===== src/rtl/bilinear_sample_feeder.sv =====
// Walks an output grid in 8.8 source coordinates, fetches the four neighbouring
// pixels from a 1-cycle-latency RAM and offers them to the bilinear interpolator.
module bilinear_sample_feeder #(
    parameter int DATA_W  = 8,
    parameter int COORD_W = 16,
    parameter int ADDR_W  = 16
) (
    input  logic               clk,
    input  logic               rst,
    input  logic               start,
    input  logic [7:0]         in_w,
    input  logic [7:0]         in_h,
    input  logic [7:0]         out_w,
    input  logic [7:0]         out_h,
    input  logic [15:0]        step_x,
    input  logic [15:0]        step_y,
    output logic               mem_rd_en,
    output logic [ADDR_W-1:0]  mem_addr,
    input  logic [DATA_W-1:0]  mem_rdata,
    output logic [COORD_W-1:0] x,
    output logic [COORD_W-1:0] y,
    output logic [DATA_W-1:0]  a1,
    output logic [DATA_W-1:0]  a2,
    output logic [DATA_W-1:0]  a3,
    output logic [DATA_W-1:0]  a4,
    output logic               out_valid,
    input  logic               out_ready,
    output logic               busy,
    output logic               done
);

    typedef enum logic [1:0] {IDLE = 2'd0, FETCH = 2'd1, OUT = 2'd2} state_t;

    state_t      state_r, state_s;
    logic [2:0]  f_r, f_s;
    logic [7:0]  col_r, col_s, row_r, row_s;
    logic [23:0] x_acc_r, x_acc_s, y_acc_r, y_acc_s;
    logic [7:0]  in_w_r, in_w_s, in_h_r, in_h_s, out_w_r, out_w_s, out_h_r, out_h_s;
    logic [15:0] step_x_r, step_x_s, step_y_r, step_y_s;
    logic        busy_s, done_s, rd_en_s;
    logic [7:0]  lim_x_s, lim_y_s, x1_s, y1_s;
    logic [15:0] xc_s, yc_s, addr_s;

    // Out-of-range coordinates snap to the last pixel with a zero fraction.
    function automatic logic [15:0] clamp_coord(input logic [23:0] acc, input logic [7:0] lim);
        logic [15:0] res;
        if (acc[23:8] <= {8'd0, lim}) begin
            res = acc[15:0];
        end else begin
            res = {lim, 8'd0};
        end
        return res;
    endfunction

    function automatic logic [7:0] next_idx(input logic [7:0] i, input logic [7:0] lim);
        return (i == lim) ? i : i + 8'd1;
    endfunction

    function automatic logic [15:0] pix_addr(input logic [7:0] px, input logic [7:0] py,
                                             input logic [7:0] w);
        return ({8'd0, py} * {8'd0, w}) + {8'd0, px};
    endfunction

    // Next-state logic for the frame walk, fetch counter and latched configuration.
    always_comb begin
        state_s  = state_r;
        f_s      = f_r;
        col_s    = col_r;
        row_s    = row_r;
        x_acc_s  = x_acc_r;
        y_acc_s  = y_acc_r;
        in_w_s   = in_w_r;
        in_h_s   = in_h_r;
        out_w_s  = out_w_r;
        out_h_s  = out_h_r;
        step_x_s = step_x_r;
        step_y_s = step_y_r;
        busy_s   = busy;
        done_s   = 1'b0;
        case (state_r)
            IDLE: begin
                if (start) begin
                    in_w_s   = in_w;
                    in_h_s   = in_h;
                    out_w_s  = out_w;
                    out_h_s  = out_h;
                    step_x_s = step_x;
                    step_y_s = step_y;
                    x_acc_s  = 24'd0;
                    y_acc_s  = 24'd0;
                    col_s    = 8'd0;
                    row_s    = 8'd0;
                    f_s      = 3'd0;
                    if ((in_w == 8'd0) || (in_h == 8'd0) || (out_w == 8'd0) || (out_h == 8'd0)) begin
                        done_s = 1'b1;
                        busy_s = 1'b0;
                    end else begin
                        state_s = FETCH;
                        busy_s  = 1'b1;
                    end
                end else begin
                    busy_s = 1'b0;
                end
            end
            FETCH: begin
                if (f_r == 3'd4) begin
                    f_s     = 3'd0;
                    state_s = OUT;
                end else begin
                    f_s = f_r + 3'd1;
                end
            end
            OUT: begin
                if (out_ready) begin
                    if (col_r == out_w_r - 8'd1) begin
                        if (row_r == out_h_r - 8'd1) begin
                            state_s = IDLE;
                            done_s  = 1'b1;
                            busy_s  = 1'b0;
                        end else begin
                            col_s   = 8'd0;
                            x_acc_s = 24'd0;
                            row_s   = row_r + 8'd1;
                            y_acc_s = y_acc_r + {8'd0, step_y_r};
                            state_s = FETCH;
                        end
                    end else begin
                        col_s   = col_r + 8'd1;
                        x_acc_s = x_acc_r + {8'd0, step_x_r};
                        state_s = FETCH;
                    end
                end else begin
                    state_s = OUT;
                end
            end
            default: begin
                state_s = IDLE;
                busy_s  = 1'b0;
            end
        endcase
    end

    // Clamped coordinates and the read address that the next cycle will present.
    always_comb begin
        lim_x_s = in_w_s - 8'd1;
        lim_y_s = in_h_s - 8'd1;
        xc_s    = clamp_coord(x_acc_s, lim_x_s);
        yc_s    = clamp_coord(y_acc_s, lim_y_s);
        x1_s    = next_idx(xc_s[15:8], lim_x_s);
        y1_s    = next_idx(yc_s[15:8], lim_y_s);
        rd_en_s = (state_s == FETCH) && (f_s <= 3'd3);
        case (f_s[1:0])
            2'd0:    addr_s = pix_addr(xc_s[15:8], yc_s[15:8], in_w_s);
            2'd1:    addr_s = pix_addr(x1_s, yc_s[15:8], in_w_s);
            2'd2:    addr_s = pix_addr(xc_s[15:8], y1_s, in_w_s);
            default: addr_s = pix_addr(x1_s, y1_s, in_w_s);
        endcase
    end

    // State, configuration and registered outputs; RAM data lands in a1..a4 at f=1..4.
    always_ff @(posedge clk) begin
        if (rst) begin
            state_r   <= IDLE;
            f_r       <= 3'd0;
            col_r     <= 8'd0;
            row_r     <= 8'd0;
            x_acc_r   <= 24'd0;
            y_acc_r   <= 24'd0;
            in_w_r    <= 8'd0;
            in_h_r    <= 8'd0;
            out_w_r   <= 8'd0;
            out_h_r   <= 8'd0;
            step_x_r  <= 16'd0;
            step_y_r  <= 16'd0;
            mem_rd_en <= 1'b0;
            mem_addr  <= {ADDR_W{1'b0}};
            x         <= {COORD_W{1'b0}};
            y         <= {COORD_W{1'b0}};
            a1        <= {DATA_W{1'b0}};
            a2        <= {DATA_W{1'b0}};
            a3        <= {DATA_W{1'b0}};
            a4        <= {DATA_W{1'b0}};
            out_valid <= 1'b0;
            busy      <= 1'b0;
            done      <= 1'b0;
        end else begin
            state_r   <= state_s;
            f_r       <= f_s;
            col_r     <= col_s;
            row_r     <= row_s;
            x_acc_r   <= x_acc_s;
            y_acc_r   <= y_acc_s;
            in_w_r    <= in_w_s;
            in_h_r    <= in_h_s;
            out_w_r   <= out_w_s;
            out_h_r   <= out_h_s;
            step_x_r  <= step_x_s;
            step_y_r  <= step_y_s;
            mem_rd_en <= rd_en_s;
            mem_addr  <= rd_en_s ? ADDR_W'(addr_s) : {ADDR_W{1'b0}};
            x         <= COORD_W'(xc_s);
            y         <= COORD_W'(yc_s);
            out_valid <= (state_s == OUT);
            busy      <= busy_s;
            done      <= done_s;
            if (state_r == FETCH) begin
                case (f_r)
                    3'd1:    a1 <= mem_rdata;
                    3'd2:    a2 <= mem_rdata;
                    3'd3:    a3 <= mem_rdata;
                    3'd4:    a4 <= mem_rdata;
                    default: a1 <= a1;
                endcase
            end else begin
                a1 <= a1;
            end
        end
    end

endmodule


===== config.mk =====
export PLATFORM = sky130hd
export DESIGN_NAME = bilinear_sample_feeder
export DESIGN_NICKNAME = d
export VERILOG_FILES = /design/src/rtl/bilinear_sample_feeder.sv
export SDC_FILE = /design/constraint.sdc
export NUM_CORES = 1
export LEC_CHECK = 0
export ABC_AREA = 1
export CAP_MARGIN = 15
export CORE_MARGIN = 2
export CORE_UTILIZATION = 45
export CTS_BUF_LIST = sky130_fd_sc_hd__clkbuf_4
export DETAILED_ROUTE_END_ITERATION = 6
export GPL_TIMING_DRIVEN = 0
export PLACE_DENSITY_LB_ADDON = 0.25
export SETUP_SLACK_MARGIN = 0.05
export SLEW_MARGIN = 20
export SYNTH_ARGS = -nofsm -noshare
export SYNTH_HDL_FRONTEND = slang
export SYNTH_SLANG_ARGS = --single-unit

===== constraint.sdc =====
create_clock -name clk -period 14.93 [get_ports clk]
set_clock_uncertainty 0.2 [all_clocks]
set_input_delay 4.479 -clock clk [delete_from_list [all_inputs] [get_ports clk]]
set_output_delay 4.479 -clock clk [all_outputs]
set_load 0.01 [all_outputs]

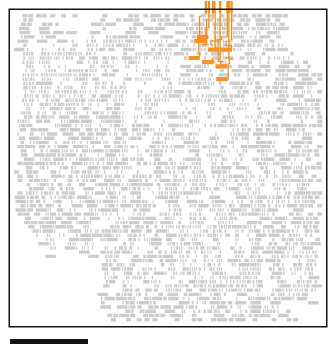
io_fan.png
Bar = 50 um.
[a3] orange | direction: output | edge: north | end cells: 8 | buffers: 8 | wire: 279 um

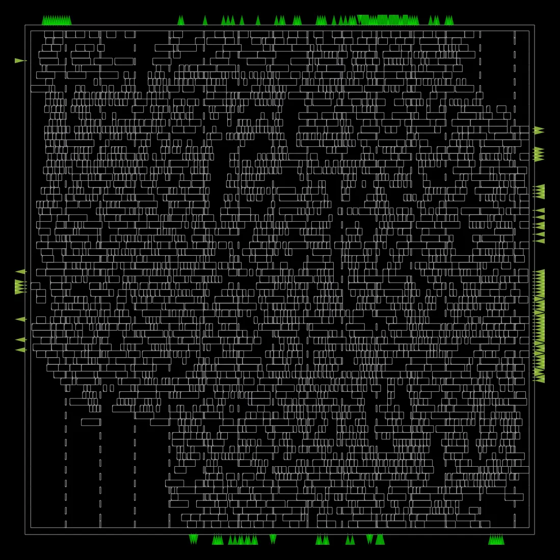
placement.png
layout filler cell count: 3941
number of cells in the finished layout apart from fillers: 3419

==> notes.md <==
Notes on the physical implementation.

- The run finished with clean final reports.
- Non-clock buffers in the final layout number around 240.
- The number of different library cells used by synthesis comes to roughly 62.
- Along the critical path, the tally of buffer and inverter instances is 11.
- The end point of the critical path is mem_addr[15], for reference.
- The post-synthesis share of cell area spent on xor and xnor gates is under 10%, for reference.
- After Yosys synthesis, full adders, half adders and majority gates account for 18.8% of the synthesized area.
- The final hold slack is 0.271 ns, for reference.
- The post-route standard cell area excluding fillers is 20900 sq um, for reference.
- For this design, Yosys synthesis ends with a cell count of between 2000 and 3000.
- The most common logic cell in the final layout is sky130_fd_sc_hd__nand2_1.
- The worst setup path is launched from a primary input.
- Measured in cells, the most critical reg-to-reg path has a length of 54.
- Of the cells placed in the final design, the portion with a size suffix greater than 1 is 7.19%.
- The detailed route wirelength on metal2 is 25600 um, for reference.
- The timing report attributes the biggest portion of critical-path delay to simple AND/OR/NAND/NOR gates.
- The layout inverter count without the clock tree is ~390, for reference.
- Sequential cells burn 40.7% of the power.
- Measured on the final layout, the clock distribution area share stands at between 3 and 4%.
- The leading cell category by total area is logic gates, for reference.
- Sequential cells placed in the final layout were counted as 217.
- The analysis attributes to net switching a power of 520 uW.
- The top-area cell type share of the netlist area is 24.2%, for reference.
- The worst hold path stage count is 2, for reference.
- The share of synthesized area occupied by flip-flops and latches is 24.2%, for reference.
- The busiest layer in global routing is met2, for reference.
- The fraction of cell area in multi-input combinational cells is reported as 56.3%.
- The main logic family after synthesis is simple AND/OR/NAND/NOR gates, for reference.
- The number of buffers inserted during clock tree synthesis is about 60, for reference.
- The chip occupies 41500 sq um.
- The detail-routed net length per standard cell is about 16 um, for reference.
- During I/O placement, the number of pins put on the boundary was between 150 and 200.
- The number of detailed-routing iterations run before antenna repair is 7, for reference.
- The destination of the worst register-to-register timing path is mem_addr[15], for reference.
- Yosys reported a register bit count of roughly 220.
- The highest attainable clock frequency is between 0.07 and 0.08 GHz, for reference.
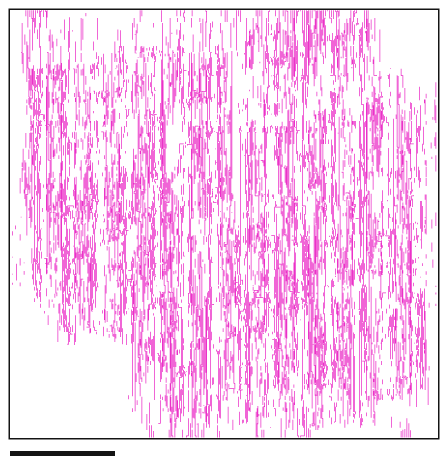
layer_met2.png
Bar = 50 um.
nets with wire on the layer: 2547
main direction: vertical
longest straight run: 75.3 um
wire length on this layer: 25.6 mm

Power figures rest on the tool's default switching activity, not on a simulated workload.
